### config.mk
export PLATFORM = sky130hd
export DESIGN_NAME = fft16_bf_scheduler_flat
export DESIGN_NICKNAME = d
export VERILOG_FILES = /design/src/rtl/fft16_bf_scheduler_if.sv /design/src/rtl/fft16_bf_scheduler.sv /design/src/flat_wrapper.sv
export SDC_FILE = /design/constraint.sdc
export NUM_CORES = 1
export LEC_CHECK = 0
export CAP_MARGIN = 20
export CORE_MARGIN = 5
export CORE_UTILIZATION = 50
export CTS_CLUSTER_SIZE = 28
export DETAILED_ROUTE_END_ITERATION = 8
export PLACE_DENSITY = 0.9
export SLEW_MARGIN = 20
export SYNTH_ARGS = -nofsm -noshare
export SYNTH_HDL_FRONTEND = slang
export SYNTH_SLANG_ARGS = --single-unit
### constraint.sdc
create_clock -name clk -period 3.55 [get_ports clk]
set_input_delay 0.5325 -clock clk [delete_from_list [all_inputs] [get_ports clk]]
set_output_delay 0.5325 -clock clk [all_outputs]
set_load 0.05 [all_outputs]
### src/rtl/fft16_bf_scheduler_if.sv
// Handshake and address bus between the FFT butterfly scheduler and its neighbours
// (frame buffer, butterfly datapath, result consumer).
interface fft16_bf_scheduler_if #(
  parameter int ADDR_W = 4
);
  logic              start;
  logic              busy;
  logic              bf_issue;
  logic [ADDR_W-1:0] rd_a_addr;
  logic [ADDR_W-1:0] rd_b_addr;
  logic [2:0]        tw_idx;
  logic [1:0]        stage;
  logic              wr_en;
  logic [ADDR_W-1:0] wr_a_addr;
  logic [ADDR_W-1:0] wr_b_addr;
  logic              out_valid;
  logic              out_ready;
  logic [ADDR_W-1:0] out_idx;
  logic [ADDR_W-1:0] out_addr;
  logic              done;

  modport master (
    input  start, out_ready,
    output busy, bf_issue, rd_a_addr, rd_b_addr, tw_idx, stage,
           wr_en, wr_a_addr, wr_b_addr, out_valid, out_idx, out_addr, done
  );

  modport slave (
    output start, out_ready,
    input  busy, bf_issue, rd_a_addr, rd_b_addr, tw_idx, stage,
           wr_en, wr_a_addr, wr_b_addr, out_valid, out_idx, out_addr, done
  );
endinterface

### src/rtl/fft16_bf_scheduler.sv
// Sequences a shared radix-2 DIF butterfly over an in-place 16-entry buffer, one
// butterfly per cycle, then unloads the results in natural frequency order.
module fft16_bf_scheduler #(
  parameter int N_PTS  = 16,
  parameter int LOG2N  = 4,
  parameter int ADDR_W = 4
) (
  input  logic                  clk,
  input  logic                  rst,
  fft16_bf_scheduler_if.master  bus
);

  localparam logic [2:0] LAST_J     = 3'(N_PTS / 2 - 1);
  localparam logic [1:0] LAST_STAGE = 2'(LOG2N - 1);

  typedef enum logic [2:0] {IDLE, CALC, BUBBLE, DRAIN, OUT} state_t;

  state_t            state, state_nxt;
  logic [2:0]        j, j_nxt;
  logic [1:0]        stg, stg_nxt;
  logic [3:0]        idx, idx_nxt;
  logic              done_nxt;

  logic              issue;
  logic              valid;
  logic [3:0]        span, mask, j4, k4, tw_full;
  logic [3:0]        rd_a, rd_b;
  logic [2:0]        tw;

  logic              wr_en_q;
  logic [3:0]        wr_a_q, wr_b_q;
  logic              done_q;

  always_ff @(posedge clk or negedge rst) begin
    if (!rst) begin
      state   <= IDLE;
      j       <= '0;
      stg     <= '0;
      idx     <= '0;
      wr_en_q <= 1'b0;
      wr_a_q  <= '0;
      wr_b_q  <= '0;
      done_q  <= 1'b0;
    end else begin
      state   <= state_nxt;
      j       <= j_nxt;
      stg     <= stg_nxt;
      idx     <= idx_nxt;
      wr_en_q <= issue;
      wr_a_q  <= rd_a;
      wr_b_q  <= rd_b;
      done_q  <= done_nxt;
    end
  end

  // rd_a = 2*span*(j/span) + j%span, i.e. the j bits above the span boundary move up by one.
  always_comb begin
    state_nxt = state;
    j_nxt     = j;
    stg_nxt   = stg;
    idx_nxt   = idx;
    done_nxt  = 1'b0;
    issue     = 1'b0;
    valid     = 1'b0;
    rd_a      = '0;
    rd_b      = '0;
    tw        = '0;
    span      = 4'd8 >> stg;
    mask      = span - 4'd1;
    j4        = {1'b0, j};
    k4        = j4 & mask;
    tw_full   = k4 << stg;

    case (state)
      IDLE: begin
        if (bus.start) begin
          state_nxt = CALC;
          j_nxt     = '0;
          stg_nxt   = '0;
        end
      end
      CALC: begin
        issue = 1'b1;
        rd_a  = ((j4 & ~mask) << 1) | k4;
        rd_b  = rd_a + span;
        tw    = tw_full[2:0];
        if (j == LAST_J) begin
          j_nxt     = '0;
          state_nxt = (stg == LAST_STAGE) ? DRAIN : BUBBLE;
        end else begin
          j_nxt = j + 3'd1;
        end
      end
      BUBBLE: begin
        stg_nxt   = stg + 2'd1;
        state_nxt = CALC;
      end
      DRAIN: begin
        idx_nxt   = '0;
        state_nxt = OUT;
      end
      OUT: begin
        valid = 1'b1;
        if (bus.out_ready) begin
          if (idx == 4'd15) begin
            idx_nxt   = '0;
            done_nxt  = 1'b1;
            state_nxt = IDLE;
          end else begin
            idx_nxt = idx + 4'd1;
          end
        end
      end
      default: state_nxt = IDLE;
    endcase
  end

  assign bus.busy      = (state != IDLE);
  assign bus.bf_issue  = issue;
  assign bus.rd_a_addr = ADDR_W'(rd_a);
  assign bus.rd_b_addr = ADDR_W'(rd_b);
  assign bus.tw_idx    = tw;
  assign bus.stage     = stg;
  assign bus.wr_en     = wr_en_q;
  assign bus.wr_a_addr = ADDR_W'(wr_a_q);
  assign bus.wr_b_addr = ADDR_W'(wr_b_q);
  assign bus.out_valid = valid;
  assign bus.out_idx   = valid ? ADDR_W'(idx) : '0;
  // Natural-order X[k] sits at the bit-reversed address after in-place DIF.
  assign bus.out_addr  = valid ? ADDR_W'({idx[0], idx[1], idx[2], idx[3]}) : '0;
  assign bus.done      = done_q;

endmodule
### src/flat_wrapper.sv
// flat-port wrapper written by rule: the top's interface ports become plain ports
module fft16_bf_scheduler_flat 
#(
  parameter int N_PTS  = 16,
  parameter int LOG2N  = 4,
  parameter int ADDR_W = 4
)
  (clk, rst, bus_start, bus_out_ready, bus_busy, bus_bf_issue, bus_rd_a_addr, bus_rd_b_addr, bus_tw_idx, bus_stage, bus_wr_en, bus_wr_a_addr, bus_wr_b_addr, bus_out_valid, bus_out_idx, bus_out_addr, bus_done);
  fft16_bf_scheduler_if #(.ADDR_W(ADDR_W)) bus_i ();
  input  logic clk;
  input  logic rst;
  input wire logic [$bits(bus_i.start)-1:0] bus_start;
  input wire logic [$bits(bus_i.out_ready)-1:0] bus_out_ready;
  output wire logic [$bits(bus_i.busy)-1:0] bus_busy;
  output wire logic [$bits(bus_i.bf_issue)-1:0] bus_bf_issue;
  output wire logic [$bits(bus_i.rd_a_addr)-1:0] bus_rd_a_addr;
  output wire logic [$bits(bus_i.rd_b_addr)-1:0] bus_rd_b_addr;
  output wire logic [$bits(bus_i.tw_idx)-1:0] bus_tw_idx;
  output wire logic [$bits(bus_i.stage)-1:0] bus_stage;
  output wire logic [$bits(bus_i.wr_en)-1:0] bus_wr_en;
  output wire logic [$bits(bus_i.wr_a_addr)-1:0] bus_wr_a_addr;
  output wire logic [$bits(bus_i.wr_b_addr)-1:0] bus_wr_b_addr;
  output wire logic [$bits(bus_i.out_valid)-1:0] bus_out_valid;
  output wire logic [$bits(bus_i.out_idx)-1:0] bus_out_idx;
  output wire logic [$bits(bus_i.out_addr)-1:0] bus_out_addr;
  output wire logic [$bits(bus_i.done)-1:0] bus_done;
  assign bus_i.start = bus_start;
  assign bus_i.out_ready = bus_out_ready;
  assign bus_busy = bus_i.busy;
  assign bus_bf_issue = bus_i.bf_issue;
  assign bus_rd_a_addr = bus_i.rd_a_addr;
  assign bus_rd_b_addr = bus_i.rd_b_addr;
  assign bus_tw_idx = bus_i.tw_idx;
  assign bus_stage = bus_i.stage;
  assign bus_wr_en = bus_i.wr_en;
  assign bus_wr_a_addr = bus_i.wr_a_addr;
  assign bus_wr_b_addr = bus_i.wr_b_addr;
  assign bus_out_valid = bus_i.out_valid;
  assign bus_out_idx = bus_i.out_idx;
  assign bus_out_addr = bus_i.out_addr;
  assign bus_done = bus_i.done;
  fft16_bf_scheduler #(.N_PTS(N_PTS), .LOG2N(LOG2N), .ADDR_W(ADDR_W)) u_core (.clk(clk), .rst(rst), .bus(bus_i));
endmodule
**M1 wires**

The bar under the picture is 20 µm long. Supply wires on this layer in grey.
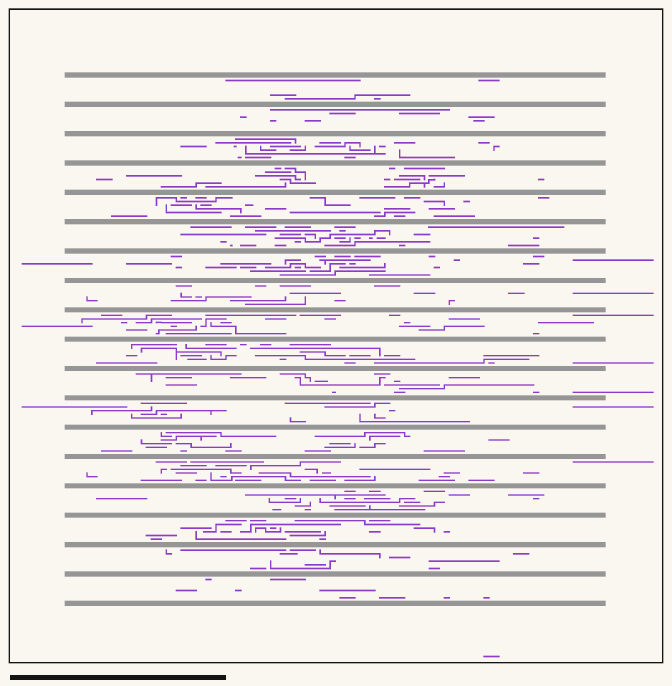
The longest straight run is 16.6 µm. 150 nets have wire on it. The layer holds 41% of the routed length. The wires run mostly horizontal.

**Signal wires on met2**

Cells faint in the background.
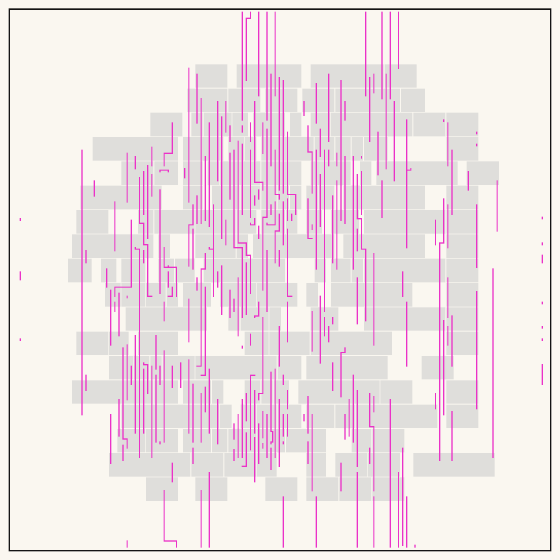
151 nets have wire on it. The layer carries 1,370 µm of wire. The layer holds 51% of the routed length.

**Signal wires on met3**

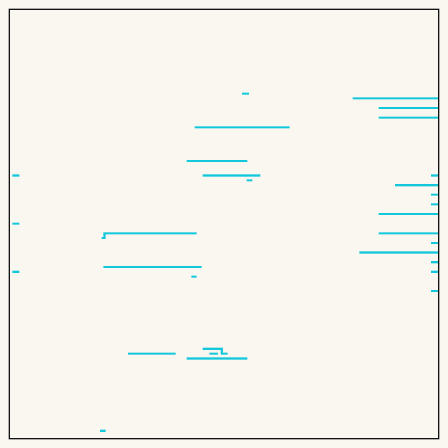
The wires run mostly horizontal. The layer holds 5.4% of the routed length.

**Congestion heat map**

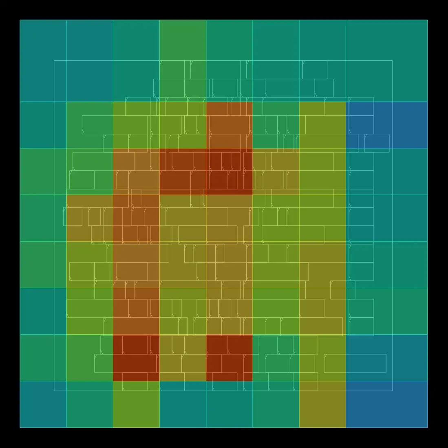
met3 Use GR: 3.83%
met2 demand-to-capacity share in global routing: 26.7%
final core utilization: 68.7%
global-route total usage across every layer: 15.9%

==> impl_summary.log <==
[report] implementation figures
INFO  metric netlist_instances = 122
INFO  metric setup_viol_count_final = 0
INFO  metric worst_setup_hold_path_clk_slew = 0.12 ns
INFO  metric max_slew.worst_pin.slew = 0.930 ns
INFO  metric sh_comb_area = 37.9%
INFO  metric min-delay-path-class = flop to flop
INFO  metric cp_slowest_cell = sky130_fd_sc_hd__dfrtp_2
INFO  metric clockBufferDepth = 2
INFO  metric viasPerCell = 5.70
INFO  metric log.warning_count = 32
INFO  metric grt_first_pass_wirelength = 4370 µm
INFO  metric diode_count = 0
INFO  metric dp_cells = 180
INFO  metric drt_iter0_markers = 20
INFO  metric die_area = 3650 µm²
INFO  metric min_to = u_core.idx[1]
INFO  metric ys_seq_elements = 22
INFO  metric cp_num_buf_inv = 2
INFO  metric final.period_utilization = 93.0%
INFO  metric worstSetupEndpointType = output port
INFO  metric largest_area_cell = sky130_fd_sc_hd__dfrtp_1
INFO  metric startpoint_type = flop
INFO  metric synth_compound_gate_area_share = 13.0%
INFO  metric synth_top_area_share = 43.3%
INFO  metric postSynth.topFlopCell = sky130_fd_sc_hd__dfrtp_1
INFO  metric postSynth.asyncResetShare = 100%
INFO  metric grt_antenna_before_repair = 0
INFO  metric setup_slack = 0.248 ns
INFO  metric status = completed
INFO  metric met2WireLength = 1370 µm
INFO  metric cts_repair_resize_count = 0
INFO  metric endpoint_required_time_on_the_critical_path = 3.02 ns
INFO  metric route.layer.met1.wl = 1100 µm
INFO  metric clock_sink_count = 22
INFO  metric num_rows = 18
INFO  metric layout.cells.non_filler = 184
INFO  metric first_pass_iters = 4
INFO  metric post_route_drc_violation_count = 0
INFO  metric synth-edff-count = 0
INFO  metric post_synth_mux_area_share = 0.886%
INFO  metric count_of_max_cap_constraint_violations = 0
cell families after synthesis:
logic type               after synthesis
other                                  1
buffers and inverters                 17
flip-flops                            22
adder cells (fa/ha/maj)               12
AND/OR/NAND/NOR                       43
XOR/XNOR                               3
AND-OR/OR-AND                         23
multiplexers                           1
worst max path at each step:
stage                                   start          endpoint  slack (ns)
after global routing      u_core.bus.stage[0]  bus_rd_b_addr[3]        0.05
after detailed placement  u_core.bus.stage[0]  bus_rd_b_addr[3]        0.46
after global placement    u_core.bus.stage[0]  bus_rd_b_addr[3]        0.60
final                     u_core.bus.stage[0]  bus_rd_b_addr[3]        0.25
after CTS                 u_core.bus.stage[0]  bus_rd_b_addr[3]        0.07
after floorplan           u_core.bus.stage[0]     bus_tw_idx[2]        0.17
